<file path="config.mk">
export PLATFORM = sky130hd
export DESIGN_NAME = mux_scan_ctrl
export DESIGN_NICKNAME = d
export VERILOG_FILES = /design/src/rtl/mux_scan_ctrl.sv
export SDC_FILE = /design/constraint.sdc
export NUM_CORES = 1
export LEC_CHECK = 0
export ABC_CLOCK_PERIOD_IN_PS = 1750
export CAP_MARGIN = 20
export CORE_UTILIZATION = 38
export DETAILED_ROUTE_END_ITERATION = 16
export GPL_TIMING_DRIVEN = 0
export HOLD_SLACK_MARGIN = 0.08
export PLACE_DENSITY = 0.72
export SYNTH_ARGS = -nofsm -noshare
export SYNTH_HDL_FRONTEND = slang
export SYNTH_SLANG_ARGS = --single-unit
</file>
<file path="constraint.sdc">
create_clock -name clk -period 1.75 [get_ports clk]
set_clock_uncertainty 0.2 [all_clocks]
set_input_delay 0.35 -clock clk [delete_from_list [all_inputs] [get_ports clk]]
set_output_delay 0.35 -clock clk [all_outputs]
set_load 0.1 [all_outputs]
</file>
<file path="src/rtl/mux_scan_ctrl.sv">
// mux_scan_ctrl: serializes an accepted 8-bit word by stepping the select of an
// external combinational 8:1 bit mux and registering each returned bit.
// Optional feature: define MUX_SCAN_PARITY_EN to append an even-parity bit
// (ninth pulse, carries ser_last) after the eight data bits.
module mux_scan_ctrl #(
    parameter int unsigned LSB_FIRST  = 1,
    parameter int unsigned GAP_CYCLES = 0    // 0..255
) (
    input  logic       clk,
    input  logic       rst_n,
    input  logic [7:0] word_in,
    input  logic       word_valid,
    output logic       word_ready,
    output logic [7:0] mux_in,
    output logic [2:0] mux_sel,
    input  logic       mux_out,
    output logic       ser_bit,
    output logic       ser_valid,
    output logic       ser_last,
    output logic       busy
);

    localparam int unsigned GAP_LAST_I = (GAP_CYCLES > 0) ? GAP_CYCLES - 1 : 0;
    localparam logic [7:0]  GAP_LAST   = 8'(GAP_LAST_I);
    localparam bit          HAS_GAP    = (GAP_CYCLES > 0);
    localparam logic [2:0]  SEL_FIRST  = (LSB_FIRST != 0) ? 3'd0 : 3'd7;
    localparam logic [2:0]  BIT_LAST   = 3'd7;

`ifdef MUX_SCAN_PARITY_EN
    typedef enum logic [1:0] {IDLE, SHIFT, GAP, PARITY} state_t;
`else
    typedef enum logic [1:0] {IDLE, SHIFT, GAP} state_t;
`endif

    state_t     state;
    logic [7:0] gap_cnt;
    logic [2:0] bit_cnt;
`ifdef MUX_SCAN_PARITY_EN
    logic       acc;        // running XOR of the sampled data bits
    logic       par_pend;   // data bits done; the gap leads into PARITY
`endif

    // Ready is decoded straight from the state register.
    assign word_ready = (state == IDLE);
    assign busy       = ~word_ready;

    // Scan sequencer: accept, step select, register each mux bit, insert gaps.
    always_ff @(posedge clk or negedge rst_n) begin
        if (!rst_n) begin
            state     <= IDLE;
            mux_in    <= 8'd0;
            mux_sel   <= 3'd0;
            ser_bit   <= 1'b0;
            ser_valid <= 1'b0;
            ser_last  <= 1'b0;
            gap_cnt   <= 8'd0;
            bit_cnt   <= 3'd0;
`ifdef MUX_SCAN_PARITY_EN
            acc       <= 1'b0;
            par_pend  <= 1'b0;
`endif
        end else begin
            case (state)
                IDLE: begin
                    ser_valid <= 1'b0;
                    ser_last  <= 1'b0;
                    if (word_valid) begin
                        mux_in  <= word_in;
                        mux_sel <= SEL_FIRST;
                        bit_cnt <= 3'd0;
                        gap_cnt <= 8'd0;
`ifdef MUX_SCAN_PARITY_EN
                        acc      <= 1'b0;
                        par_pend <= 1'b0;
`endif
                        state   <= SHIFT;
                    end
                end

                SHIFT: begin
                    ser_bit   <= mux_out;
                    ser_valid <= 1'b1;
                    gap_cnt   <= 8'd0;
`ifdef MUX_SCAN_PARITY_EN
                    acc       <= acc ^ mux_out;
`endif
                    if (bit_cnt != BIT_LAST) begin
                        // Select steps only between bits; it is held after bit 7.
                        if (LSB_FIRST != 0) begin
                            mux_sel <= mux_sel + 3'd1;
                        end else begin
                            mux_sel <= mux_sel - 3'd1;
                        end
                        bit_cnt  <= bit_cnt + 3'd1;
                        ser_last <= 1'b0;
                        if (HAS_GAP) begin
                            state <= GAP;
                        end else begin
                            state <= SHIFT;
                        end
                    end else begin
`ifdef MUX_SCAN_PARITY_EN
                        ser_last <= 1'b0;
                        par_pend <= 1'b1;
                        if (HAS_GAP) begin
                            state <= GAP;
                        end else begin
                            state <= PARITY;
                        end
`else
                        // No gap follows the final data bit.
                        ser_last <= 1'b1;
                        state    <= IDLE;
`endif
                    end
                end

                GAP: begin
                    ser_valid <= 1'b0;
                    ser_last  <= 1'b0;
                    if (gap_cnt == GAP_LAST) begin
                        gap_cnt <= 8'd0;
`ifdef MUX_SCAN_PARITY_EN
                        if (par_pend) begin
                            state <= PARITY;
                        end else begin
                            state <= SHIFT;
                        end
`else
                        state <= SHIFT;
`endif
                    end else begin
                        gap_cnt <= gap_cnt + 8'd1;
                    end
                end

`ifdef MUX_SCAN_PARITY_EN
                PARITY: begin
                    ser_bit   <= acc;
                    ser_valid <= 1'b1;
                    ser_last  <= 1'b1;
                    par_pend  <= 1'b0;
                    state     <= IDLE;
                end
`endif

                default: begin
                    ser_valid <= 1'b0;
                    ser_last  <= 1'b0;
                    state     <= IDLE;
                end
            endcase
        end
    end

endmodule

</file>
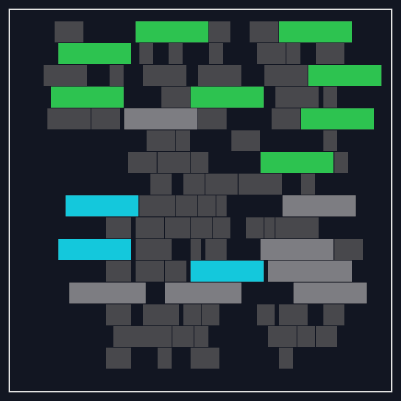
*Sequential cells grouped by signal name, run 1*
Scale: 8 px per um.
legend:
  green:
    netlist_name: mux_in
    flops: 8
  cyan:
    netlist_name: bit_cnt
    flops: 3
not coloured: 7
FF/Latch Area: 457 sq um
utilization after layout: 0.564
sequential cell area share: 0.413

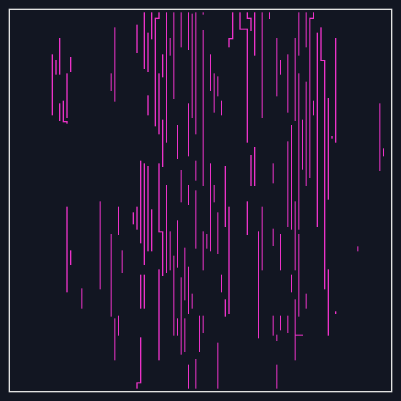
*Metal 2, run 1*
Scale: 8 px per um.
wire length on this layer: 822 um
nets with wire on the layer: 95
share of all routed wire: 53%
longest straight run: 28.6 um
main direction: vertical
Total Routed Length: 1550 um
total number of vias: 531
global-route track usage on met2: 0.241

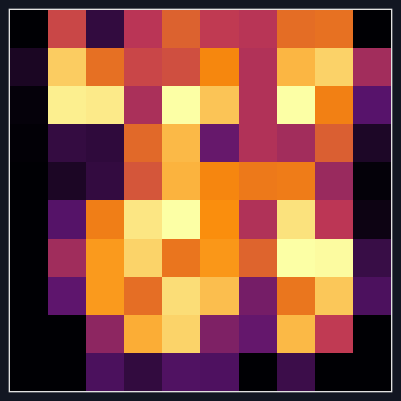
*Local utilization, run 1*
Scale: 8 px per um. The die is cut into 10 by 10 equal tiles; black is low, pale yellow is high, 0 to 100% covered.
emptiest ninth of the die: south-west
nearly empty tiles: 17%
mean over tiles: 47%
fullest tile: 100%
tiles over 75% full: 26%
core area: 1960 sq um
starting utilization of the core area: 0.403

==> run summary, run 1 <==
Physical implementation status

For this run the aggregate overflow at the end of global routing stands at 0.

The largest registers in the layout are mux_in: 8 flops, bit_cnt: 3 flops, mux_sel: 3 flops. The flow ran to the end, and the final reports show no timing, DRC or antenna violations. STA classifies the critical path startpoint as a flip-flop.

The sequential fraction of the synthesis area stands at 0.570. Yosys attributes the largest share of cell area to dfrtp_1, mux2_4, ha_1. The cell type that accounts for the most area after synthesis is dfrtp_1. The data arrival time of the critical path stands at 1.16 ns.

Looking at the global route congestion table, the highest-usage layer is met2. Looking at the clock tree report, the root buffer type is clkbuf_4. Entering global routing, the biggest net connects 19 pins. The multiplexer share of the synthesized area stands at 0.204. In this run, the synthesized area fraction spent on AND-OR/OR-AND gates is recorded as 0.0617.

The cell count after placement stands at 107. The launch point of the critical path was reported as state[0]$_DFFE_PN0P_. Among all cell types in the netlist, the one instantiated most often is dfrtp_1. The standard-cell row count stands at 16.

The die is 47.6 um tall. By instance count after routing, the leading logic cell type is dfrtp_1. Multi-input logic gates represent a cell area share of 0.290.

TritonCTS built the clock tree. Looking at the reg2reg group, the worst path ends at mux_sel[2]$_DFFE_PN0P_. Synthesis handed over a netlist of 53 instances. Measured on the final layout, buffering overhead outside the clock network stands at 0.236. The total negative setup slack stands at 0 ns. The number of top-level pins stands at 28. The total of buffers placed on input and output ports stands at 27. The first TritonRoute pass finished after 2 iterations.
### Clock nets, run 1

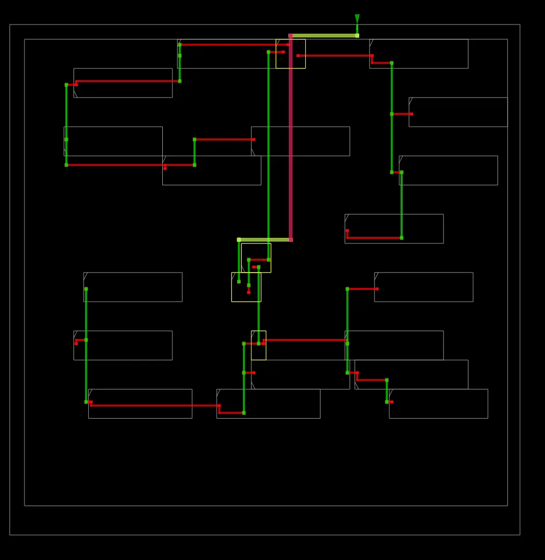

==> run 2: changes to the inputs <==
--- a/config.mk
+++ b/config.mk
@@ -9,8 +9,9 @@
 export CAP_MARGIN = 20
 export CORE_UTILIZATION = 38
+export CTS_CLUSTER_DIAMETER = 50
 export DETAILED_ROUTE_END_ITERATION = 16
 export GPL_TIMING_DRIVEN = 0
 export HOLD_SLACK_MARGIN = 0.08
-export PLACE_DENSITY = 0.72
+export PLACE_DENSITY_LB_ADDON = 0.12
 export SYNTH_ARGS = -nofsm -noshare
 export SYNTH_HDL_FRONTEND = slang
==> constraint.sdc (replaced) <==
create_clock -name clk -period 1.75 [get_ports clk]
set_clock_uncertainty 0.2 [all_clocks]
set_input_delay 0.175 -clock clk [delete_from_list [all_inputs] [get_ports clk]]
set_output_delay 0.175 -clock clk [all_outputs]
set_load 0.1 [all_outputs]
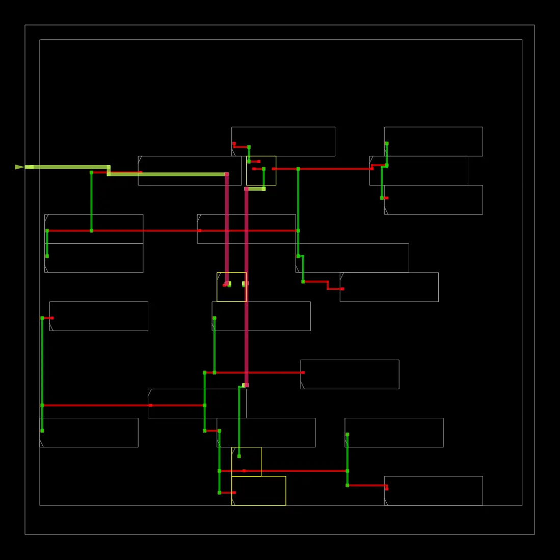
*Clock nets, run 2*
sink count of the clock tree: 18

==> run summary, run 2 <==
Physical implementation status

The registers reported with the highest flop counts are mux_in: 8 flops, bit_cnt: 3 flops, mux_sel: 3 flops. Of the total standard cell area in the layout, the sequential portion is 0.394.

Looking at the gate-level netlist, the highest instance count belongs to dfrtp_1. Measured along the y axis, the die boundary spans 47.6 um. The cell type that accounts for the most area after synthesis is dfrtp_1. The layout report lists the non-clock buffer share of cell area as 0.261. The total area inside the core boundary comes to 1960 sq um. Clock tree synthesis selected as its root buffer the cell clkbuf_4. In this run, the synthesized area fraction spent on AND-OR/OR-AND gates is recorded as 0.0617.

The standard-cell row count stands at 16. The run finished with clean final reports. The cell count after placement stands at 107. The share of the Yosys chip area taken by registers is 0.570. The maximum number of pins on one net before global-route repair stands at 19. The number of top-level pins stands at 28. Per the cell usage report, the commonest logic cell in the layout is dfrtp_1.
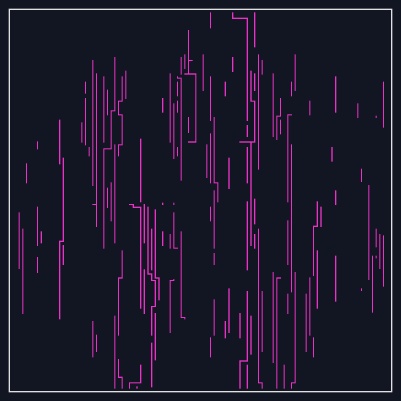
*Metal 2, run 2*
Scale: 8 px per um.
main direction: vertical
wire length on this layer: 760 um
longest straight run: 19.2 um
nets with wire on the layer: 90
share of all routed wire: 48%

### Sequential cells grouped by signal name, run 2

Scale: 8 px per um.
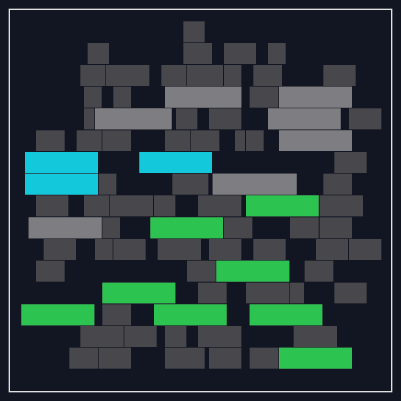

==> run 3: changes to the inputs <==
ABC_CLOCK_PERIOD_IN_PS = 2100   (was 1750)
CORE_UTILIZATION = 45   (was 38)
REMOVE_ABC_BUFFERS = 1   (was unset)
clock period = 2.1 ns   (was 1.75 ns; I/O delays follow)
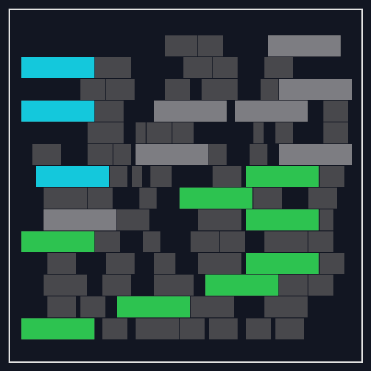
*Sequential cells grouped by signal name, run 3*
Scale: 8 px per um.
legend:
  cyan:
    netlist_name: bit_cnt
    flops: 3
  green:
    netlist_name: mux_in
    flops: 8
not coloured: 7
FF/Latch Area: 450 sq um

==> run summary, run 3 <==
Physical implementation status

The run finished, with violations left. The final reports fail on DRC. The maximum number of pins on one net before global-route repair stands at 19. The total overflow left after global routing is 0. The core footprint stands at 1580 sq um. For reference, the top cells by area after synthesis are dfrtp_1, mux2_4, ha_1. After routing, the total negative slack on setup checks comes to 0 ns. The vertical die dimension stands at 43.9 um. The multiplexer share of the synthesized area stands at 0.204. Summed over all layers, the routed wires come to 1490 um.

TritonCTS built the clock tree. The floorplan has 14 rows.

The total of buffers placed on input and output ports stands at 27. In the floorplan report the effective utilization is 0.502. The layout report gives the register share of total cell area as 0.417.

STA classifies the critical path startpoint as a flip-flop. 28 I/O pins were placed. met2 is the most crowded layer.

The capture point of the worst register-to-register path is recorded as mux_in[7]$_DFFE_PN0P_. At the end of the flow the core is filled with cells to 0.685. Of all the cell area in the finished design, non-clock buffers hold 0.231.

Of all cell types, the one taking the most synthesized area is dfrtp_1. TritonRoute reported its final design rule violation total as 1.
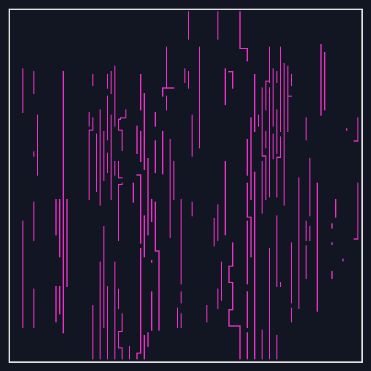
*Metal 2, run 3*
Scale: 8 px per um.
main direction: vertical
wire length on this layer: 782 um


==> screenshots <==
Floorplan with the power grid.
Scale: 8 px per um. Pins as bars on the die edge.
Plate I
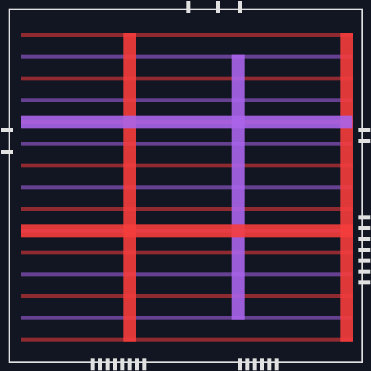
Plate II
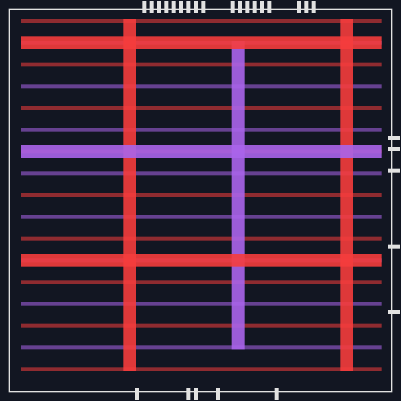
The one with the largest die is Plate II.
Plate II comes from run 1.
Plate I comes from run 3.

Key to Plate I:
legend:
  purple:
    net: VDD
  red:
    net: VSS
met1 rails: 15
signal pins: 28
met5 straps: 2

